Fig. 1: run 1, sequential cells grouped by signal name
Scale: 4 px per um. Other sequential cells in the stronger gray, the rest of the logic in the fainter gray.
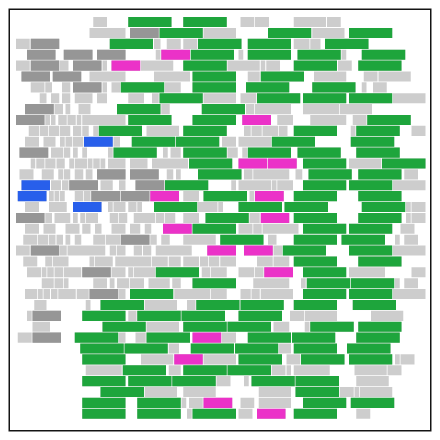
Fig. 2: run 1, met1 routing
Scale: 3 px per um.
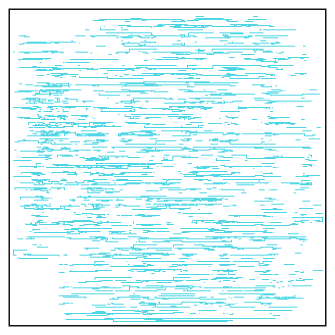
Fig. 3: run 1, logic cells by family
Scale: 3 px per um.
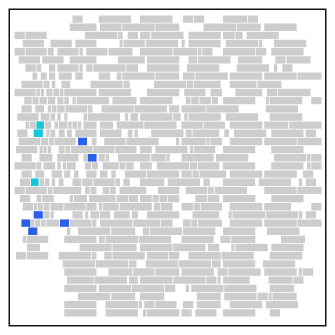
`src/rtl/spi_word_fifo.sv`:
```
// SPI slave front end: synchronises raw sck/sdi/cen, assembles MSB-first words
// and buffers them in a first-word-fall-through FIFO with a valid/ready output.
module spi_word_fifo #(
    parameter int WORD_W      = 16,
    parameter int DEPTH       = 8,
    parameter int SYNC_STAGES = 2
) (
    input  logic                     clk,
    input  logic                     reset,
    input  logic                     sck,
    input  logic                     sdi,
    input  logic                     cen,
    output logic [WORD_W-1:0]        word_out,
    output logic                     word_valid,
    input  logic                     word_ready,
    output logic [$clog2(DEPTH):0]   fifo_count,
    output logic                     overflow,
    output logic                     frame_err,
    output logic                     frame_end
);
    localparam int AW = $clog2(DEPTH);
    localparam int CW = $clog2(WORD_W);
    localparam logic [CW-1:0] LAST_BIT = CW'(WORD_W - 1);
    localparam logic [AW:0]   FULL     = (AW+1)'(DEPTH);

    typedef enum logic [1:0] {WAIT_IDLE, IDLE, SHIFT} state_t;

    logic [SYNC_STAGES-1:0] sck_sr, sdi_sr, cen_sr;
    logic                   sck_prev, cen_prev;
    logic                   sck_s, sdi_s, cen_s, sck_rise, cen_fall;

    state_t              state, state_d;
    logic [CW-1:0]       bitcnt, bitcnt_d;
    logic [WORD_W-1:0]   shreg, shreg_d;
    logic                push, err_set, pop, push_ok;

    logic [WORD_W-1:0]   mem [DEPTH];
    logic [AW-1:0]       wr_ptr, rd_ptr;

    // The chains carry the live pin levels through reset so that WAIT_IDLE sees
    // the true cen level; only the edge-detect copies are cleared.
    always_ff @(posedge clk) begin
        sck_sr <= {sck_sr[SYNC_STAGES-2:0], sck};
        sdi_sr <= {sdi_sr[SYNC_STAGES-2:0], sdi};
        cen_sr <= {cen_sr[SYNC_STAGES-2:0], cen};
    end

    assign sck_s    = sck_sr[SYNC_STAGES-1];
    assign sdi_s    = sdi_sr[SYNC_STAGES-1];
    assign cen_s    = cen_sr[SYNC_STAGES-1];
    assign sck_rise = sck_s & ~sck_prev;
    assign cen_fall = ~cen_s & cen_prev;

    always_ff @(posedge clk) begin
        if (reset) begin
            sck_prev  <= 1'b0;
            cen_prev  <= 1'b0;
            state     <= WAIT_IDLE;
            bitcnt    <= '0;
            shreg     <= '0;
            frame_end <= 1'b0;
            frame_err <= 1'b0;
        end else begin
            sck_prev  <= sck_s;
            cen_prev  <= cen_s;
            state     <= state_d;
            bitcnt    <= bitcnt_d;
            shreg     <= shreg_d;
            frame_end <= cen_fall;
            if (err_set) frame_err <= 1'b1;
        end
    end

    always_comb begin
        state_d  = state;
        bitcnt_d = bitcnt;
        shreg_d  = shreg;
        push     = 1'b0;
        err_set  = 1'b0;
        unique case (state)
            WAIT_IDLE: begin
                bitcnt_d = '0;
                if (!cen_s) state_d = IDLE;
            end
            IDLE: begin
                bitcnt_d = '0;
                if (cen_s) state_d = SHIFT;
            end
            SHIFT: begin
                // The bit is taken before a coincident cen_fall is evaluated.
                if (sck_rise) begin
                    shreg_d = {shreg[WORD_W-2:0], sdi_s};
                    if (bitcnt == LAST_BIT) begin
                        push     = 1'b1;
                        bitcnt_d = '0;
                    end else begin
                        bitcnt_d = bitcnt + CW'(1);
                    end
                end
                if (cen_fall) begin
                    state_d  = IDLE;
                    err_set  = (bitcnt_d != '0);
                    bitcnt_d = '0;
                end
            end
            default: state_d = WAIT_IDLE;
        endcase
    end

    assign word_valid = (fifo_count != '0);
    assign word_out   = word_valid ? mem[rd_ptr] : '0;
    assign pop        = word_valid & word_ready;
    assign push_ok    = push & ((fifo_count != FULL) | pop);

    always_ff @(posedge clk) begin
        if (push_ok) mem[wr_ptr] <= shreg_d;
    end

    always_ff @(posedge clk) begin
        if (reset) begin
            wr_ptr     <= '0;
            rd_ptr     <= '0;
            fifo_count <= '0;
            overflow   <= 1'b0;
        end else begin
            if (push_ok) wr_ptr <= wr_ptr + AW'(1);
            if (pop)     rd_ptr <= rd_ptr + AW'(1);
            if (push && !push_ok) overflow <= 1'b1;
            case ({push_ok, pop})
                2'b10:   fifo_count <= fifo_count + (AW+1)'(1);
                2'b01:   fifo_count <= fifo_count - (AW+1)'(1);
                default: fifo_count <= fifo_count;
            endcase
        end
    end
endmodule

```
`config.mk`:
```
export PLATFORM = sky130hd
export DESIGN_NAME = spi_word_fifo
export DESIGN_NICKNAME = d
export VERILOG_FILES = /design/src/rtl/spi_word_fifo.sv
export SDC_FILE = /design/constraint.sdc
export NUM_CORES = 1
export LEC_CHECK = 0
export CAP_MARGIN = 20
export CORE_MARGIN = 1
export CORE_UTILIZATION = 64
export DETAILED_ROUTE_END_ITERATION = 12
export GPL_TIMING_DRIVEN = 0
export PLACE_DENSITY = 0.88
export SKIP_LAST_GASP = 1
export SLEW_MARGIN = 20
export SYNTH_ARGS = -nofsm -noshare
export SYNTH_HDL_FRONTEND = slang
export SYNTH_SLANG_ARGS = --single-unit
```
`constraint.sdc`:
```
create_clock -name clk -period 5.6 [get_ports clk]
set_input_delay 1.12 -clock clk [delete_from_list [all_inputs] [get_ports clk]]
set_output_delay 1.12 -clock clk [all_outputs]
set_load 0.03 [all_outputs]
```
==> flow_summary.toml, run 1 <==
# yosys + openroad results
[status]
status = "finished, final reports clean"

[die]
tap_cells = 136
fp.dieW_um = 105
die_y_um = 105
io_pins = 30
coreArea_sq_um = 10300
chip_area_sq_um = 11000
floorplan.core_util_pct = 65.8

[power_and_ir_drop]
pwr-share-comb_pct = 0.8
design_power_total_w = 0.00247
p_leak_nw = 2.73
p_per_area_nw_per_um2 = 311
peakVddDrop_uv = 227
power.share.switching_pct = 20.3
p_comb_w = 0.0000204
top_power_group = "registers"
pg_clk_w = 0.00107
seqPwrFrac_pct = 55.6
intPower_w = 0.00197

[synthesis]
yosys_cells = 400
ys_top_cells_by_count = "edfxtp_1, dfxtp_1, nor2_1"
syn_area_per_cell_sq_um = 17.0
ys_area_sq_um = 6790
topCellsByArea = "edfxtp_1, dfxtp_1, mux4_2"
synthArstFlopShare_pct = 0
edf_count = 128
yosys_most_used_dff = "edfxtp_1"
yosysUniqueCellTypes = 46
synth_flops = 174
yosysMostFrequentCell = "edfxtp_1"
ys.warnings.count = 0
syn-num-nets = 412
yosysTopAreaCellShare_pct = 56.6
syn_area_sq_um = 6790
yosysSeqAreaShare_pct = 70.1
synth_cells = 400

[drt]
ant_nets = 0
dr.max_layer_used = "met4"
wl_met3_um = 736
avgViaCountPerCell = 6.22
drtPass1Iterations = 5
routedLengthMet1_um = 5630
wl_per_cell_um = 23.0
wirelength_um = 14000
drcViolationCount = 0
drt-initial-drc-count = 335

[global_routing]
grt_pass1_vias = 3921
grt_util_met3_pct = 5.12
gr-max-usage-layer = "met2"
grt_max_degree = 17
met2_usage_pct = 45.5
grt_usage_pct = 27.6
grt_first_pass_wirelength_um = 21700
grt_antenna_before_repair = 0
grt-ovfl-total = 0

[layout]
logic_area_sq_um = 1950
area.growth.synth_to_final_pct = 16.8
lay_top_cells = "edfxtp_1, dfxtp_1, mux4_2"
num-fill-cells = 551
flops = 174
sh_comb_area_pct = 24.5
clk_share_pct = 6.77
final_common_cell = "edfxtp_1"
fin_nets = 472
seq-cell-share_pct = 60.1
nNonClkBuffers = 60
num-nonclk-inverters = 6
fin_util_pct = 76.9
buffer_area_share_pct = 6.21
multi_input_comb_cells = 201
finalInstanceArea_sq_um = 7930
clkbuf_count = 18
antenna_cells = 0
flop_area_sq_um = 4760
area_dominant_class = "flip-flops and latches"

[clock_tree]
ctsHoldBuffers = 0
clkLatencyLatePin_ns = 0.53
clkTransAtPathRegs_ns = 0.06
cts.sinks = 174
htreeDepth = 4
post_cts_buffers = 0
cts-root-buf = "clkbuf_8"
cts_made_buffers = 17
cts_resized = 0

[critical_path]
path_cells = "or3_4, nor2_4, clkbuf_1, nor2_1, clkdlybuf4s50_1"
cpPeakStageDelay_ns = 0.65
endpoint_kind = "output pin"
ff2ff_setup_slack_ns = 2.79
cp.depth = 5
r2r-start = "fifo_count[1]"
startpoint = "fifo_count[1]"
crit_path_start_kind = "flop"
r2r-end = "fifo_count[2]"
critPathKind = "reg -> out"
crit_end = "word_out[12]"
critPathMaxFanout = 10
critPathSlowestCell = "clkdlybuf4s50_1"
crit_buf_inv = 2
worstPathArrival_ns = 2.99
cp.required_ns = 4.48
ff2ff_path_depth = 9

[sta]
period_minus_slack_ns = 4.11
fin_skew_ns = 0.00997
fmax_ghz = 0.243
hold_violations = 0
final.period_utilization_pct = 73.4
final_max_slew_viol_count = 0
grt_setup_unrepaired = "false"
slew_headroom_pct = 45.8
worst_pin_slew_ns = 0.814
setup_slack_ns = 1.49
whs_ns = 0.327
tns_ns = 0

[flow_run]
cap_viol_max_count = 0
warnings = 27

[hold_path]
worstHoldStart = "sck_sr[0]"
hold_depth = 0
hold_class = "reg -> reg"

[place]
place_area_sq_um = 7400
io_buffers = 28
place.detailed.hpwl_um = 8540
pre_cts_ws_ns = 1.92
dp.cells = 577
place.gp.congestion = 0.816
About Fig. 1:
Magenta marks shreg, flops 16. Green marks mem, flops 128. Blue marks bitcnt, flops 4, where middle left.

About Fig. 2:
451 nets have wire on it. The wires run mostly horizontal.
vias: 3,787
met1 Use GR: 35.8%

About Fig. 3:
Blue marks XOR/XNOR gates, cells 6, most used xor2_1. Cyan marks AND-OR and OR-AND gates, cells 3, most used a21o_1.

==> run 1: cell families (layout without fill, tap and decap cells) <==
kind of cell | count (synthesis) | after routing | share of synthesized area (%)
simple gates | 93 | 93 | 7.28
mux | 66 | 66 | 15.9
flops | 174 | 174 | 70.1
fa+ha+maj | 6 | 6 | 1.11
buf+inv | 25 | 98 | 1.69
compound gates | 30 | 30 | 3.09
xor+xnor | 6 | 6 | 0.774
==> run 1: registers in the layout, indices dropped and copies added, names as in the netlist, named ones only <==
signal	flops
mem	128
shreg	16
bitcnt	4
fifo_count	4
rd_ptr	3
wr_ptr	3
cen_sr	2
sck_sr	2
sdi_sr	2
state	2
cen_prev	1
frame_end	1
frame_err	1
overflow	1
sck_prev	1
==> run 2, diff against run 1 <==
--- a/config.mk
+++ b/config.mk
@@ -7,10 +7,10 @@
 export LEC_CHECK = 0
 export CAP_MARGIN = 20
 export CORE_MARGIN = 1
-export CORE_UTILIZATION = 64
+export CORE_UTILIZATION = 60
 export DETAILED_ROUTE_END_ITERATION = 12
 export GPL_TIMING_DRIVEN = 0
-export PLACE_DENSITY = 0.88
+export PLACE_DENSITY = 0.83
 export SKIP_LAST_GASP = 1
 export SLEW_MARGIN = 20
 export SYNTH_ARGS = -nofsm -noshare
==> constraint.sdc (replaced) <==
create_clock -name clk -period 3.95 [get_ports clk]
set_input_delay 0.79 -clock clk [delete_from_list [all_inputs] [get_ports clk]]
set_output_delay 0.79 -clock clk [all_outputs]
set_load 0.03 [all_outputs]
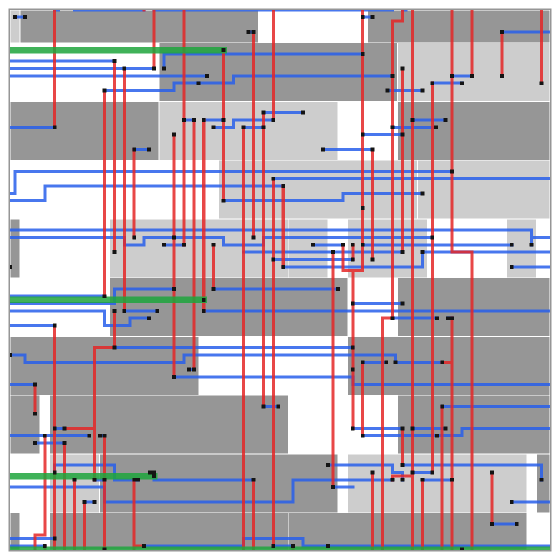
Fig. 4. A small window of the routed layout (run 2).
Region (69, 69) to (94, 94) um. Cells in gray, sequential cells in the stronger gray; small squares are vias.
Blue marks met1. Red marks met2. Green marks met3.
24 logic cells have their middle in the window. Most frequent: edfxtp_1 (14), mux4_2 (4), clkbuf_16 (2). Netlist names of flops here include mem (14). Sequential cells in the window: 14.

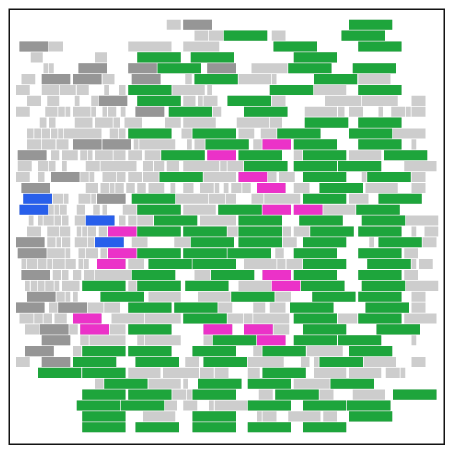
Fig. 5. Sequential cells grouped by signal name (run 2).
Scale: 4 px per um. Other sequential cells in the stronger gray, the rest of the logic in the fainter gray.
Magenta marks shreg, flops 16. Green marks mem, flops 128. Blue marks bitcnt, flops 4, where middle left.
Another 26 sequential cells are not colored.

==> run 2 against run 1 <==
Clock power is 53% higher; flip-flop count is the same; utilization fell by 3.6 points; sequential share of layout area down 0.57 points; first-iteration DRC count fell by 15%; via count down 3.9%; wire length shrank 8.7%; total power is 47% higher; die size rose by 6.5%; clock-buffer cell count grew 2; synthesized area stayed put; clock skew is 0.0016 ns higher; critical endpoint is now word_out[13].
==> flow_summary.toml, run 2 <==
# yosys + openroad results
[layout]
finalInstanceArea_sq_um = 8010
antenna_cells = 0
largest_register_ffs = 128
area.growth.synth_to_final_pct = 17.9
final_common_cell = "edfxtp_1"
largest_register = "mem"
fin_nets = 473
fin_util_pct = 73.2
top_regs = "mem (128), shreg (16)"

[synthesis]
yosys_most_used_dff = "edfxtp_1"
synth_flops = 174
yosysUniqueCellTypes = 46
synthTopLogicFamily = "multiplexers"
ys_area_sq_um = 6790
edf_count = 128
topCellsByArea = "edfxtp_1, dfxtp_1, mux4_2"
ys.warnings.count = 0
yosysSeqAreaShare_pct = 70.1
ys_top_cells_by_count = "edfxtp_1, dfxtp_1, nor2_1"
synthArstFlopShare_pct = 0
yosysTopAreaCellShare_pct = 56.6
simple_gate_share_pct = 7.28
syn-num-nets = 412
aoi_share_pct = 3.09
syn_area_per_cell_sq_um = 17.0
yosysMostFrequentCell = "edfxtp_1"
synth_cells = 400
syn_area_sq_um = 6790
mux_share_pct = 15.9
synthAdderAreaFrac_pct = 1.11
yosys_cells = 400

[hold_path]
worstHoldStart = "cen_sr[0]"
hold_class = "reg -> reg"
hold_depth = 0

[drt]
drtPass1Iterations = 5
wl_per_cell_um = 20.8
avgViaCountPerCell = 5.93
drt-initial-drc-count = 286
drcViolationCount = 0

[sta]
final_max_slew_viol_count = 0
worst_pin_slew_ns = 0.763
whs_ns = 0.328
setup_slack_ns = 0.381
hold_violations = 0
fmax_ghz = 0.280
period_minus_slack_ns = 3.57
slew_headroom_pct = 49.1
final.period_utilization_pct = 90.4
fin_skew_ns = 0.0115
tns_ns = 0
grt_setup_unrepaired = "false"

[global_routing]
grt_max_degree = 17
grt-ovfl-total = 0
grt_usage_pct = 24.3
grt_antenna_before_repair = 0
grt_first_pass_wirelength_um = 20100

[die]
coreArea_sq_um = 10900
io_pins = 30
die_y_um = 108
chip_area_sq_um = 11800

[critical_path]
crit_buf_inv = 2
path_cells = "buf_1, mux4_2, mux2i_1, nor2_1, clkdlybuf4s50_1"
critPathMaxFanout = 10
r2r-start = "fifo_count[1]"
r2r-end = "fifo_count[2]"
ff2ff_path_depth = 9
crit_end = "word_out[13]"
critPathKind = "reg -> out"
cp.depth = 5
ff2ff_setup_slack_ns = 1.18
endpoint_kind = "output pin"
crit_path_start_kind = "flop"
worstPathArrival_ns = 2.78
cp.required_ns = 3.16

[clock_tree]
cts_made_buffers = 17
cts-root-buf = "clkbuf_16"
cts_resized = 0
ctsHoldBuffers = 0
post_cts_buffers = 0
clkTransAtPathRegs_ns = 0.06
cts.sinks = 174

[power_and_ir_drop]
peakVddDrop_uv = 315
design_power_total_w = 0.00362
p_per_area_nw_per_um2 = 451
p_leak_nw = 2.75

[flow_run]
cap_viol_max_count = 0
warnings = 27

[place]
pre_cts_ws_ns = 0.617
place_area_sq_um = 7410
io_buffers = 28
dp.cells = 582
place.gp.congestion = 0.863
place.detailed.hpwl_um = 8490

[status]
status = "finished, final reports clean"
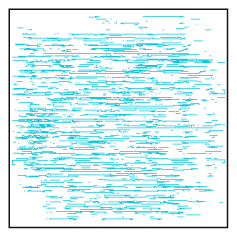
Fig. 6. Met1 routing (run 2).
Scale: 2 px per um.
The layer holds 43% of the routed length. The longest straight run is 36.3 um. 452 nets have wire on it. The layer carries 5,460 um of wire.
WL final: 12,800 um
vias: 3,640
met1 Use GR: 31.2%

[run 2: cell type report]
class	count	area [sq um]	area share, %
inverters	6	22.5	0.281
multi-input cells	201	1950	24.3
clock inverters	12	118	1.47
plain buffers	19	92.6	1.16
clock buffers	20	478	5.97
well taps	140	175	2.19
repair buffers	42	413	5.15
flip-flops and latches	174	4760	59.5
[run 2: power by group]
part           leakage, nW  switching, W  internal, W   total, W
sequential            1.60    0.00000399      0.00194    0.00194
combinational        0.848     0.0000180    0.0000115  0.0000296
clock                0.298      0.000690     0.000952    0.00164
total                 2.75      0.000712      0.00290    0.00362
[run 2: metal layers]
metal  up-vias  routed length (um)  GRT usage (%)
met5         -                   0              0
met4         0                 155           7.82
met3        16                 616           5.55
met2       114                6560           41.0
met1      1838                5460           31.2
li1       1672                   -              -
==> run 3, diff against run 2 <==
--- a/config.mk
+++ b/config.mk
@@ -6,11 +6,11 @@
 export NUM_CORES = 1
 export LEC_CHECK = 0
 export CAP_MARGIN = 20
-export CORE_MARGIN = 1
-export CORE_UTILIZATION = 60
+export CORE_MARGIN = 2
+export CORE_UTILIZATION = 64
 export DETAILED_ROUTE_END_ITERATION = 12
 export GPL_TIMING_DRIVEN = 0
-export PLACE_DENSITY = 0.83
+export PLACE_DENSITY = 0.88
 export SKIP_LAST_GASP = 1
 export SLEW_MARGIN = 20
 export SYNTH_ARGS = -nofsm -noshare
==> constraint.sdc (replaced) <==
create_clock -name clk -period 4.5 [get_ports clk]
set_input_delay 0.9 -clock clk [delete_from_list [all_inputs] [get_ports clk]]
set_output_delay 0.9 -clock clk [all_outputs]
set_load 0.03 [all_outputs]
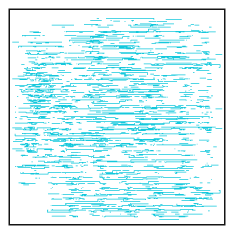
Fig. 7. Met1 routing (run 3).
Scale: 2 px per um.
vias: 3,669
WL final: 13,100 um
met1 Use GR: 32.5%

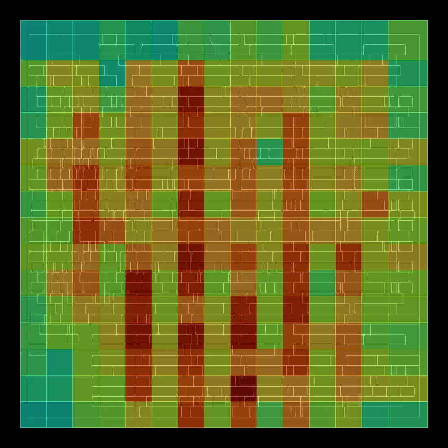
Fig. 8. Routing congestion map (run 3).
global-route track usage on met3: 5.90%
GR peak layer: met2
Post-Route Utilization: 77.1%

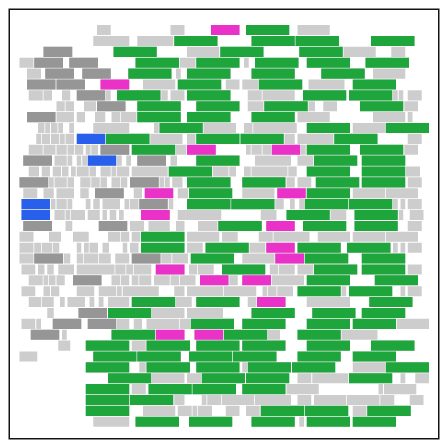
Fig. 9. Sequential cells grouped by signal name (run 3).
Scale: 4 px per um. Other sequential cells in the stronger gray, the rest of the logic in the fainter gray.
Magenta marks shreg, flops 16. Green marks mem, flops 128. Blue marks bitcnt, flops 4, where middle left.
Another 26 sequential cells are not colored.
sequential group power: 0.00171 W
Reg area: 4760 sq um

==> run 3 against run 2 <==
Synthesized cell count is the same; sequential share of layout area increased by 0.36 points; flip-flop count is the same; first-iteration DRC count increased by 5.9%; global-route usage grew 0.79 points; critical endpoint is now word_out[14]; largest cell class unchanged; highest routed layer unchanged.
==> flow_summary.toml, run 3 <==
# yosys + openroad results
[layout]
seq-cell-share_pct = 59.8
top_regs = "mem (128), shreg (16)"
lay_top_cells = "edfxtp_1, dfxtp_1, mux4_2"
multi_input_comb_cells = 201
area_dominant_class = "flip-flops and latches"
area.growth.synth_to_final_pct = 17.2
final_common_cell = "edfxtp_1"
finalInstanceArea_sq_um = 7960
flops = 174
sh_comb_area_pct = 24.5

[place]
place_area_sq_um = 7390
io_buffers = 28
dp.cells = 576
place.detailed.hpwl_um = 8360
pre_cts_ws_ns = 1.01

[synthesis]
ys_top_cells_by_count = "edfxtp_1, dfxtp_1, nor2_1"
synthTopLogicFamily = "multiplexers"
xor_area_share_pct = 0.774
yosysTopAreaCellShare_pct = 56.6
synthArstFlopShare_pct = 0
simple_gate_share_pct = 7.28
yosys_cells = 400
synth_cells = 400
ys.warnings.count = 0
yosysSeqAreaShare_pct = 70.1
topCellsByArea = "edfxtp_1, dfxtp_1, mux4_2"
yosysUniqueCellTypes = 46
syn_area_per_cell_sq_um = 17.0
yosysMostFrequentCell = "edfxtp_1"
edf_count = 128
ys_area_sq_um = 6790

[die]
coreArea_sq_um = 10300
fp.dieW_um = 107
tap_cells = 136
io_pins = 30
die_y_um = 107

[clock_tree]
clkTransAtPathRegs_ns = 0.06
clkLatencyLatePin_ns = 0.52
cts-root-buf = "clkbuf_8"
ctsHoldBuffers = 0
cts_resized = 0
cts.sinks = 174

[power_and_ir_drop]
p_per_area_nw_per_um2 = 395
design_power_total_w = 0.00315

[critical_path]
path_cells = "buf_1, mux4_2, mux2i_1, nor2_1, clkdlybuf4s50_1"
cp.required_ns = 3.60
critPathMaxFanout = 10
critPathSlowestCell = "buf_1"
ff2ff_setup_slack_ns = 1.67
cpPeakStageDelay_ns = 0.62
endpoint_kind = "output pin"
r2r-start = "fifo_count[0]"
worstPathArrival_ns = 2.91
ff2ff_path_depth = 9

[sta]
grt_setup_unrepaired = "false"
final_max_slew_viol_count = 0
hold_violations = 0
final.period_utilization_pct = 84.7
fin_skew_ns = 0.00747

[global_routing]
grt_first_pass_wirelength_um = 20700
grt_usage_pct = 25.0
grt-ovfl-total = 0
grt_antenna_before_repair = 0

[drt]
routedLengthMet1_um = 5480
route.met2.wl_um = 6680
avgViaCountPerCell = 6.03
drcViolationCount = 0
wl_met3_um = 601
dr.max_layer_used = "met4"

[hold_path]
hold_depth = 0

[flow_run]
warnings = 27

[status]
status = "finished, final reports clean"
run 3: cell counts after synthesis:
No cell type changed its count.
run 3: where the power goes:
part | internal, W | switching (W) | total, W | leakage, nW
registers | 0.00170 | 0.00000346 | 0.00171 | 1.60
logic | 0.0000101 | 0.0000152 | 0.0000254 | 0.837
clock network | 0.000843 | 0.000572 | 0.00142 | 0.270
total | 0.00256 | 0.000591 | 0.00315 | 2.71
run 3: worst max path at each step:
stage                    endpoint  slack [ns]  cells after the start
global placement        mem[0][2]       -0.72                      3
finish               word_out[14]        0.69                      5
floorplan               mem[0][0]        1.36                      5
global route         word_out[14]        0.56                      6
CTS                  word_out[14]        0.68                      6
detailed placement  fifo_count[2]        1.01                      9
Power is estimated from default activity; no workload was simulated.
